[src/rtl/riscv_mem_pkg.sv]
// Shared definitions for the memory access unit: funct3 size codes, FSM
// state encoding and an access-size decode helper.
package riscv_mem_pkg;

  // funct3 encodings of the load/store width field
  localparam logic [2:0] Funct3B  = 3'b000;
  localparam logic [2:0] Funct3H  = 3'b001;
  localparam logic [2:0] Funct3W  = 3'b010;
  localparam logic [2:0] Funct3Bu = 3'b100;
  localparam logic [2:0] Funct3Hu = 3'b101;

  typedef enum logic [1:0] {
    StIdle,
    StBus,
    StDone
  } mau_state_e;

  typedef enum logic [1:0] {
    SizeB,
    SizeH,
    SizeW
  } mem_size_e;

  // Width comes from funct3[1:0]; funct3[2] only selects zero extension.
  // Reserved codes fall through to word size.
  function automatic mem_size_e mem_size(input logic [1:0] op_lo);
    case (op_lo)
      2'b00:   return SizeB;
      2'b01:   return SizeH;
      default: return SizeW;
    endcase
  endfunction

endpackage

[src/rtl/load_data_align.sv]
// Picks the addressed byte/halfword out of a 32-bit read word and
// sign- or zero-extends it according to funct3.
module load_data_align
  import riscv_mem_pkg::*;
(
  input  logic [31:0] rdata_i,
  input  logic [1:0]  addr_lo_i,
  input  logic [2:0]  mem_op_i,
  output logic [31:0] data_o
);

  logic [7:0]  byte_sel;
  logic [15:0] half_sel;
  logic        sext;

  // Lane select followed by extension
  always_comb begin
    byte_sel = rdata_i[7:0];
    unique case (addr_lo_i)
      2'd0: byte_sel = rdata_i[7:0];
      2'd1: byte_sel = rdata_i[15:8];
      2'd2: byte_sel = rdata_i[23:16];
      2'd3: byte_sel = rdata_i[31:24];
      default: byte_sel = rdata_i[7:0];
    endcase
    half_sel = addr_lo_i[1] ? rdata_i[31:16] : rdata_i[15:0];
    sext     = ~mem_op_i[2];
    case (mem_size(mem_op_i[1:0]))
      SizeB:   data_o = {{24{sext & byte_sel[7]}}, byte_sel};
      SizeH:   data_o = {{16{sext & half_sel[15]}}, half_sel};
      default: data_o = rdata_i;
    endcase
  end

endmodule

[src/rtl/mem_access_unit.sv]
// Memory access stage: accepts one op at a time, runs a single bus
// transaction for loads/stores and presents a one-cycle writeback.
// Optional build macro MISALIGN_TRAP_EN: misaligned H/W accesses trap with
// Misalign_o instead of being silently force-aligned.
module mem_access_unit
  import riscv_mem_pkg::*;
(
  input  logic        clk,
  input  logic        reset,
  input  logic        Valid_i,
  output logic        Ready_o,
  input  logic [31:0] ALU_Result_i,
  input  logic [31:0] Store_Data_i,
  input  logic        Mem_Read_i,
  input  logic        Mem_Write_i,
  input  logic [2:0]  Mem_Op_i,
  output logic        Bus_Req_o,
  output logic        Bus_We_o,
  output logic [31:0] Bus_Addr_o,
  output logic [31:0] Bus_WData_o,
  output logic [3:0]  Bus_BE_o,
  input  logic        Bus_Ack_i,
  input  logic [31:0] Bus_RData_i,
  output logic        WB_Valid_o,
  output logic        WB_We_o,
  output logic [31:0] WB_Data_o,
  output logic        Misalign_o
);

  mau_state_e  state_q;
  logic [2:0]  op_q;
  logic [1:0]  addr_lo_q;
  logic        we_q;

  logic        is_mem;
  logic        misaligned;
  logic        trap;
  logic [31:0] addr_eff;
  logic [3:0]  be;
  logic [31:0] wdata;
  logic [31:0] load_data;

  assign Ready_o = (state_q == StIdle);

  // Decode the incoming op: byte enables, store replication, alignment
  always_comb begin
    is_mem     = Mem_Read_i | Mem_Write_i;
    addr_eff   = ALU_Result_i;
    misaligned = 1'b0;
    be         = 4'b1111;
    wdata      = Store_Data_i;
    case (mem_size(Mem_Op_i[1:0]))
      SizeB: begin
        be    = 4'b0001 << ALU_Result_i[1:0];
        wdata = {4{Store_Data_i[7:0]}};
      end
      SizeH: begin
        misaligned  = ALU_Result_i[0];
        addr_eff[0] = 1'b0;
        be          = ALU_Result_i[1] ? 4'b1100 : 4'b0011;
        wdata       = {2{Store_Data_i[15:0]}};
      end
      default: begin
        misaligned    = |ALU_Result_i[1:0];
        addr_eff[1:0] = 2'b00;
        be            = 4'b1111;
      end
    endcase
`ifdef MISALIGN_TRAP_EN
    trap = is_mem & misaligned;
`else
    trap = 1'b0;
`endif
  end

  load_data_align u_load_data_align (
    .rdata_i   (Bus_RData_i),
    .addr_lo_i (addr_lo_q),
    .mem_op_i  (op_q),
    .data_o    (load_data)
  );

  // FSM with registered bus and writeback outputs
  always_ff @(posedge clk) begin
    if (!reset) begin
      state_q     <= StIdle;
      op_q        <= 3'b000;
      addr_lo_q   <= 2'b00;
      we_q        <= 1'b0;
      Bus_Req_o   <= 1'b0;
      Bus_We_o    <= 1'b0;
      Bus_Addr_o  <= 32'h0;
      Bus_WData_o <= 32'h0;
      Bus_BE_o    <= 4'b0000;
      WB_Valid_o  <= 1'b0;
      WB_We_o     <= 1'b0;
      WB_Data_o   <= 32'h0;
      Misalign_o  <= 1'b0;
    end else begin
      case (state_q)
        StIdle: begin
          if (Valid_i) begin
            op_q      <= Mem_Op_i;
            addr_lo_q <= addr_eff[1:0];
            we_q      <= Mem_Write_i;
            if (trap) begin
              state_q    <= StDone;
              WB_Valid_o <= 1'b1;
              WB_We_o    <= 1'b0;
              WB_Data_o  <= 32'h0;
              Misalign_o <= 1'b1;
            end else if (is_mem) begin
              state_q     <= StBus;
              Bus_Req_o   <= 1'b1;
              Bus_We_o    <= Mem_Write_i;
              Bus_Addr_o  <= {addr_eff[31:2], 2'b00};
              Bus_WData_o <= Mem_Write_i ? wdata : 32'h0;
              Bus_BE_o    <= be;
            end else begin
              state_q    <= StDone;
              WB_Valid_o <= 1'b1;
              WB_We_o    <= 1'b1;
              WB_Data_o  <= ALU_Result_i;
            end
          end
        end
        StBus: begin
          if (Bus_Ack_i) begin
            state_q     <= StDone;
            Bus_Req_o   <= 1'b0;
            Bus_We_o    <= 1'b0;
            Bus_Addr_o  <= 32'h0;
            Bus_WData_o <= 32'h0;
            Bus_BE_o    <= 4'b0000;
            WB_Valid_o  <= 1'b1;
            WB_We_o     <= ~we_q;
            WB_Data_o   <= we_q ? 32'h0 : load_data;
          end
        end
        StDone: begin
          state_q    <= StIdle;
          WB_Valid_o <= 1'b0;
          WB_We_o    <= 1'b0;
          WB_Data_o  <= 32'h0;
          Misalign_o <= 1'b0;
        end
        default: state_q <= StIdle;
      endcase
    end
  end

endmodule

[config.mk]
export PLATFORM = sky130hd
export DESIGN_NAME = mem_access_unit
export DESIGN_NICKNAME = d
export VERILOG_FILES = /design/src/rtl/riscv_mem_pkg.sv /design/src/rtl/load_data_align.sv /design/src/rtl/mem_access_unit.sv
export SDC_FILE = /design/constraint.sdc
export NUM_CORES = 1
export LEC_CHECK = 0
export ABC_AREA = 1
export CAP_MARGIN = 10
export CORE_MARGIN = 1.5
export CORE_UTILIZATION = 35
export CTS_CLUSTER_DIAMETER = 200
export CTS_CLUSTER_SIZE = 28
export DETAILED_ROUTE_END_ITERATION = 8
export DONT_BUFFER_PORTS = 1
export GPL_TIMING_DRIVEN = 0
export HOLD_SLACK_MARGIN = 0.02
export PLACE_DENSITY = 0.47
export REMOVE_ABC_BUFFERS = 1
export SYNTH_ARGS = -nofsm -noshare
export SYNTH_HDL_FRONTEND = slang
export SYNTH_SLANG_ARGS = --single-unit
[constraint.sdc]
create_clock -name clk -period 2 [get_ports clk]
set_input_delay 0.4 -clock clk [delete_from_list [all_inputs] [get_ports clk]]
set_output_delay 0.4 -clock clk [all_outputs]
set_load 0.01 [all_outputs]
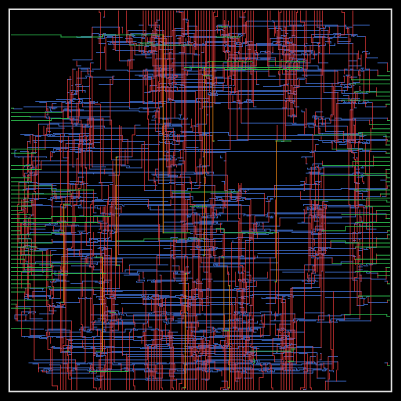
*Signal wires by layer, run 1*
Drawn at 3 px/um.
legend:
  orange:
    layer: met4
    wire_length: 399 um
  green:
    layer: met3
    wire_length: 1250 um
  blue:
    layer: met1
    wire_length: 8360 um
  red:
    layer: met2
    wire_length: 8500 um
final wirelength: 18500 um
wire length per cell: 19.5 um
Vias: 4953
GRT Total Usage: 22.4%

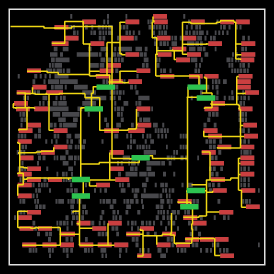
*Clock distribution, run 1*
Drawn at 2 px/um.
legend:
  yellow:
    item: clock wires
    length: 1460 um
  red:
    item: flip-flops
    count: 110
  green:
    item: cells driving clock nets
    count: 9
flops lie: spread over the die
routed clock nets: 10
skew final: 11.4 ps
clock latency on the worst-skew pair: 350 ps

==> Changelog: implementation, run 1 <==
## Flow update

* GRT met3 Usage at 5.78%
* Via density at 5.22
* Distinct lib cells used at 32
* I/O pins at 211
* Xor/xnor share at 0%
* Global-route wire length before repair at 28000 um
* Clk pin slew, worst setup/hold paths at 80 ps
* # diodes at 0
* Number of logic gates at 565
* Non-Filler Instances at 948
* # Taps at 188
* Worst reg2reg path endpoint: Bus_Addr_o[22]
* Critical Path AT at 2120 ps
* Resize count post-CTS at 18
* R2R Path Start: state_q[1]
* Die X at 127 um
* Combinational group share of total power at 41.4%
* Worst Min Path Start: Store_Data_i[0]
* Post-Syn Area at 0.00538 sq mm
* Final nets at 864
* CP Depth at 11
* Reg2reg path depth at 11
* Number of enable flip-flop cells at 0
* Area reported by Yosys stat at 0.00538 sq mm
* Final weighted congestion in routability-driven placement at 0.755
* Most frequent logic cell in the layout: nand2_1
* FP Util at 35.6%
* Top cells excl fill/tap: nand2_1 (196), a21oi_1 (147), dfxtp_1 (106), nor2_1 (64), o21ai_0 (62)
* Crit end category: register
* Sw frac at 43.7%
* Clock share of power at 19.8%
* Crit-path leading delay family: simple AND/OR/NAND/NOR gates
* Worst Max-Slew Pin Slew at 1210 ps
* RSZ-0062 raised after global routing: false
* P_int at 5.22 mW
* DRC at 0
* Initial antenna violation count at 0
* Clock Path Buffers at 2
* Startpoint Class: register
* Post-place instance area at 0.00534 sq mm
* Synth Area in Adders at 0.931%
* Total gr overflow at 0
* Critical path's slowest cell: dfxtp_4
* Aoi share at 23.7%
* Ys Warns at 0
* Register area at 0.00221 sq mm
* Sw Pwr at 4.05 mW
* Worst hold path cell count at 2
* Non-clk bufs at 19
* Buffers and inverters on the worst path at 4
* P per Cell Area at 1530 mW/mm^2
* Hold_ws at 182 ps
* Maxcap violations at 0
* Tool warnings at 28
* Cells along the critical path: inv_2, ha_4, inv_2, or2_4, nand2_4, nor2_8, clkinv_16, nor2_4, clkbuf_16, nand2_1, a21oi_1
* TritonRoute pass-1 iters at 4
* Outcome: finished clean
* Req. time, crit path at 2260 ps
* Worst Hold Path EP: Bus_WData_o[0]
* Post-layout worst setup margin at 145 ps
* Critical path destination: Bus_Addr_o[22]
* Placed insts at 906
* Total power at 9.27 mW
* Layout cells sized above 1 at 12.8%
* Lkg Pwr at 2.40 nW
* Core area at 0.0151 sq mm
* Post-route ant nets at 0
* Slowest Stage Delay on Critical Path at 370 ps
* Asr flop ratio synth at 0%
* Area grow syn2layout at 12.6%
* Root Buffer: clkbuf_16
* CLK BUF at 10
* Vias in the first global route at 4938
* Pre-CTS setup slack at -862 ps
* Maximum fanout along the worst path at 8
* CTS buffer count at 9
* CP Class: reg -> reg
* GR Util met1 at 28.7%
* Worst R2R Setup Slack at 140 ps
* CTS tree: done
* Wire length on met2 at 8500 um
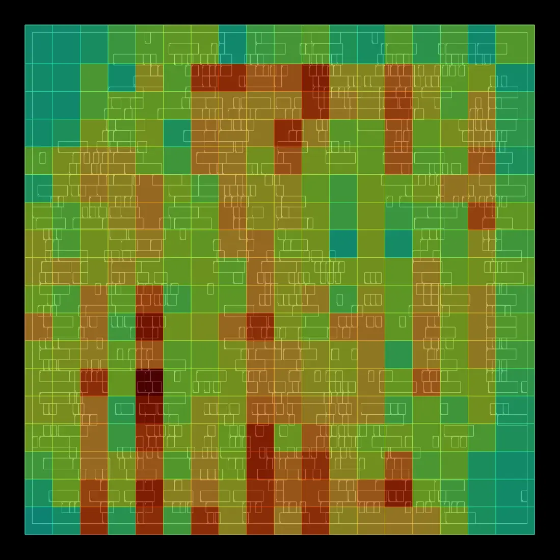
*Routing congestion, run 1*
GR peak layer: met2
met2 usage: 36.5%

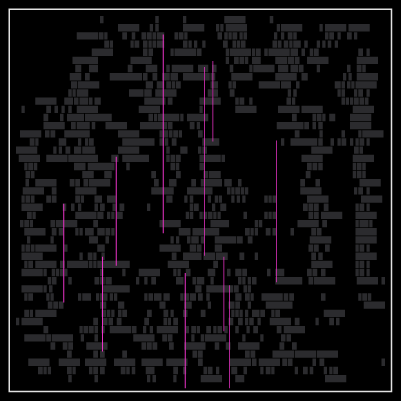
*Metal 4, run 1*
Drawn at 3 px/um.
wire length on this layer: 399 um
share of all routed wire: 2.2%
longest straight run: 66.0 um
main direction: vertical

==> run 1: cell usage after synthesis, types with 2 or more instances <==
library cell	number	area share, %
nand3_1	21	2.0
o211ai_1	10	1.4
inv_2	2	0.14
buf_4	7	0.98
a21oi_1	150	14
a21oi_2	3	0.49
or2_2	15	1.7
nor2_1	66	4.6
nand2_1	197	14
inv_1	41	2.9
buf_6	12	2.5
a22oi_1	2	0.28
buf_2	4	0.37
a211oi_1	2	0.28
clkbuf_1	29	2.0
nand2_2	5	0.58
ha_1	4	0.93
o211a_1	3	0.56
o21ai_0	63	5.9
o22ai_1	4	0.47
o21ai_1	3	0.28
or2_4	2	0.33
nor2_8	4	1.5
dfxtp_1	110	41
==> inputs of run 2 (changes only) <==
--- a/config.mk
+++ b/config.mk
@@ -10,7 +10,7 @@
 export CORE_MARGIN = 1.5
 export CORE_UTILIZATION = 35
 export CTS_CLUSTER_DIAMETER = 200
-export CTS_CLUSTER_SIZE = 28
+export CTS_CLUSTER_SIZE = 25
 export DETAILED_ROUTE_END_ITERATION = 8
 export DONT_BUFFER_PORTS = 1
 export GPL_TIMING_DRIVEN = 0
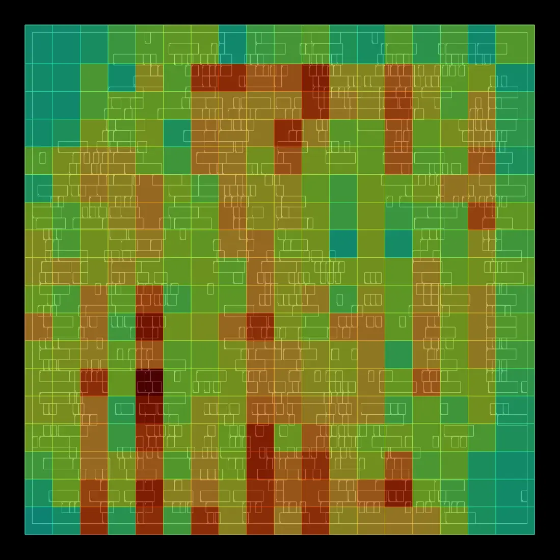
*Routing congestion, run 2*
final core occ: 40.1%
GRT met3 Usage: 5.78%
GR Util met1: 28.7%

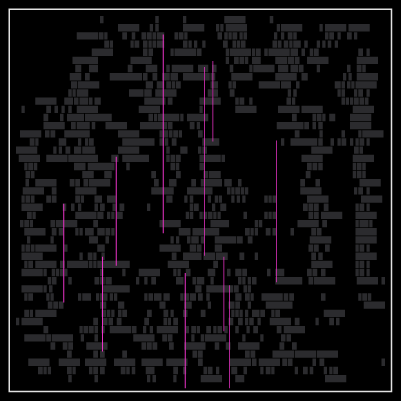
*Metal 4, run 2*
Drawn at 3 px/um.
nets with wire on the layer: 9
wire length on this layer: 399 um
longest straight run: 66.0 um

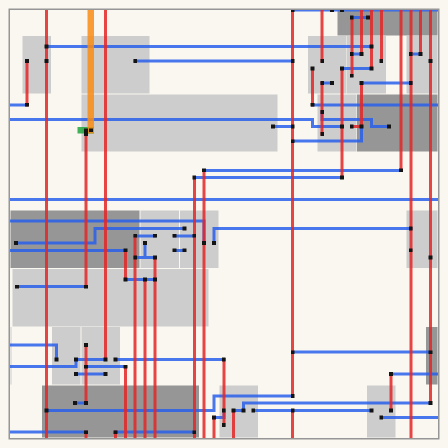
*A small window of the routed layout, run 2*
Window x 85 to 105, y 22 to 42 um. Cells in gray, sequential cells in the stronger gray; small squares are vias.
legend:
  blue:
    layer: met1
  green:
    layer: met3
  red:
    layer: met2
  orange:
    layer: met4
sequential cells in the window: 3
netlist names of flops here include: WB_Data_o (3)
most frequent: a21oi_1 (7), dfxtp_1 (3), nand2_1 (3)
cells with their middle in the window: 18

==> run 2 against run 1 <==
Flip-flop count is the same. Sequential share of layout area unchanged. Global-route usage did not move. Largest power group unchanged. Synthesized cell count stayed put. Wire length did not move. Non-clock buffer count is the same. Clock-buffer cell count stayed put. First-iteration DRC count did not move.
==> Changelog: implementation, run 2 <==
## Flow update

* Cells along the critical path: inv_2, ha_4, inv_2, or2_4, nand2_4, nor2_8, clkinv_16, nor2_4, clkbuf_16, nand2_1, a21oi_1
* Area grow syn2layout at 12.6% (unchanged)
* Yosys stat cell total at 767
* Die H at 127 um
* Skew final at 11.4 ps (unchanged)
* I/O pins at 211 (unchanged)
* Largest net degree at the start of global routing at 65
* Vias at 4953 (unchanged)
* Most frequent logic cell in the layout: nand2_1
* Largest regs: Bus_WData_o (32), WB_Data_o (32), Bus_Addr_o (30)
* Setup bufs post-CTS at 10
* Post-Synthesis Cells at 767
* Die Area at 0.0161 sq mm
* Wire length per cell at 19.5 um (unchanged)
* Max-slew headroom at 19.5%
* Final Hold Fails at 0
* Wire length on met2 at 8500 um (unchanged)
* Post-synth top cells: nand2_1 (197), a21oi_1 (150), dfxtp_1 (110)
* Number of enable flip-flop cells at 0 (unchanged)
* Clock Path Buffers at 2 (unchanged)
* Number of logic gates at 565 (unchanged)
* CP most frequent cell: inv_2
* Die X at 127 um (unchanged)
* Non-clk bufs at 19 (unchanged)
* Startpoint Class: register
* Worst R2R Setup Slack at 140 ps (about the same)
* Final weighted congestion in routability-driven placement at 0.755 (unchanged)
* Largest area contributor in the netlist: dfxtp_1
* Final nets at 864 (unchanged)
* CTS buffer count at 9 (unchanged)
* Seq cells at 110
* Num rows at 45
* Met2 usage at 36.5% (unchanged)
* Highest routing layer actually used: met4
* Critical path's slowest cell: dfxtp_4
* Critical Path Start: state_q[1]
* Worst Min Path Start: Store_Data_i[0]
* Max-slew violations at 0
* Area reported by Yosys stat at 0.00538 sq mm (unchanged)
* Cts hold-fix bufs at 0
* CP Depth at 11 (unchanged)
* Iteration-0 DRC Markers at 247
* Top cells by area: dfxtp_1 (41%), a21oi_1 (14%), nand2_1 (14%)
* Register area share after synthesis at 40.9%
* Area-dominant class: combinational gates
* H-Tree Depth at 3
* Total gr overflow at 0 (unchanged)
* WL met3 at 1250 um
* Fraction of area in multi-input gates at 46.5%
* Crit end category: register
* Clk pin slew, worst setup/hold paths at 80 ps (about the same)
* Met1 Wirelength at 8360 um
* Worst IR Drop VDD at 0.694 mV
* Asr flop ratio synth at 0% (unchanged)
* Worst reg2reg path endpoint: Bus_Addr_o[22]
* Clock latency on the worst-skew pair at 350 ps (about the same)
* ClkCell Share at 4.96%
* Slowest Stage Delay on Critical Path at 370 ps (about the same)
* Post-Syn Area at 0.00538 sq mm (unchanged)
* Post-route ant nets at 0 (unchanged)
* Critical path destination: Bus_Addr_o[22]
* Initial antenna violation count at 0 (unchanged)
* Outcome: finished clean
* Buffer share of cell area at 3.86%
* Hold WC Path Type: in -> reg
* Vias in the first global route at 4938 (unchanged)
* Via density at 5.22 (unchanged)
* GR peak layer: met2
* Final setup viols at 0
* Req. time, crit path at 2260 ps (about the same)
* RSZ-0062 raised after global routing: false
* Tool warnings at 28 (unchanged)
* # Taps at 188 (unchanged)
* Non-clk invs at 50
* Core area at 0.0151 sq mm (unchanged)
* Maxcap violations at 0 (unchanged)
* Distinct lib cells used at 32 (unchanged)
* R2R Path Start: state_q[1]
* DRC at 0 (unchanged)
* CP Class: reg -> reg
* Dominant flop cell: dfxtp_1
* # diodes at 0 (unchanged)
* Reg2reg path depth at 11 (unchanged)
* P per Cell Area at 1530 mW/mm^2 (unchanged)
* Filler instances at 1619
* Layout cells sized above 1 at 12.8% (unchanged)
* Fraction of area in registers at 36.6%
* Root Buffer: clkbuf_16
* Syn Area/Cell at 7.01 sq um
* Yosys top cell by instances: nand2_1
* CTS tree: done
* Final setup TNS at 0 ps
* GRT Total Usage at 22.4% (unchanged)
* Lkg Pwr at 2.40 nW (unchanged)
* Global-route wire length before repair at 28000 um (unchanged)
* Placed insts at 906 (unchanged)
* CLK BUF at 10 (unchanged)
* Maximum fanout along the worst path at 8 (unchanged)
* Final min period at 1860 ps
* Worst Hold Path EP: Bus_WData_o[0]
* Tcrit/Tclk final at 92.8%
* Register area at 0.00221 sq mm (unchanged)
* DPL Wire Length at 11100 um
* FP Util at 35.6% (unchanged)
* Worst hold path cell count at 2 (unchanged)
* FMAX at 539 MHz
* Hold_ws at 182 ps (unchanged)
* Top cells excl fill/tap: nand2_1 (196), a21oi_1 (147), dfxtp_1 (106), nor2_1 (64), o21ai_0 (62)
* TritonRoute pass-1 iters at 4 (unchanged)
* Worst Max-Slew Pin Slew at 1210 ps (unchanged)
* Final wirelength at 18500 um (unchanged)
* Port Buffers at 0
* Clk sinks at 110
* Yosys reg bits at 110
* MI comb area at 0.00281 sq mm
* Post-synth top area share at 40.9% (unchanged)
* Ys Warns at 0 (unchanged)
* Buffers and inverters on the worst path at 4 (unchanged)
* Crit-path leading delay family: simple AND/OR/NAND/NOR gates
* Non-Filler Instances at 948 (unchanged)
* Critical Path AT at 2120 ps (about the same)
* Resize count post-CTS at 18 (unchanged)
[run 2: cell counts after synthesis]
No cell type changed its count.
[run 2: stage by stage]
step	power, mW	cell area, sq um	util [%]	setup slack [ps]
final	9.27	6050	40.1	145
after global routing	9.92	6050	40.1	7.30
after global placement	6.28	5300	35.1	-1760
after floorplan	5.48	5070	-	-435
after CTS	8.96	5880	39.0	8.81
after detailed placement	6.41	5340	35.4	-862
[run 2: where the power goes]
group          switching [mW]  internal, mW  leakage [nW]
clock                   0.834          1.00         0.148
sequential              0.771          2.82         0.905
combinational            2.45          1.39          1.35
[run 2: cells by family after synthesis]
| kind of cell | synth area share (%) |
|---|---|
| buffers and inverters | 9.28 |
| DFF | 40.9 |
| other | 0.0697 |
| AOI/OAI and AO/OA | 23.7 |
| and+or+nand+nor | 25.1 |
| adders and majority gates | 0.931 |
No activity file was given, so power comes from the tool's default toggle rates.
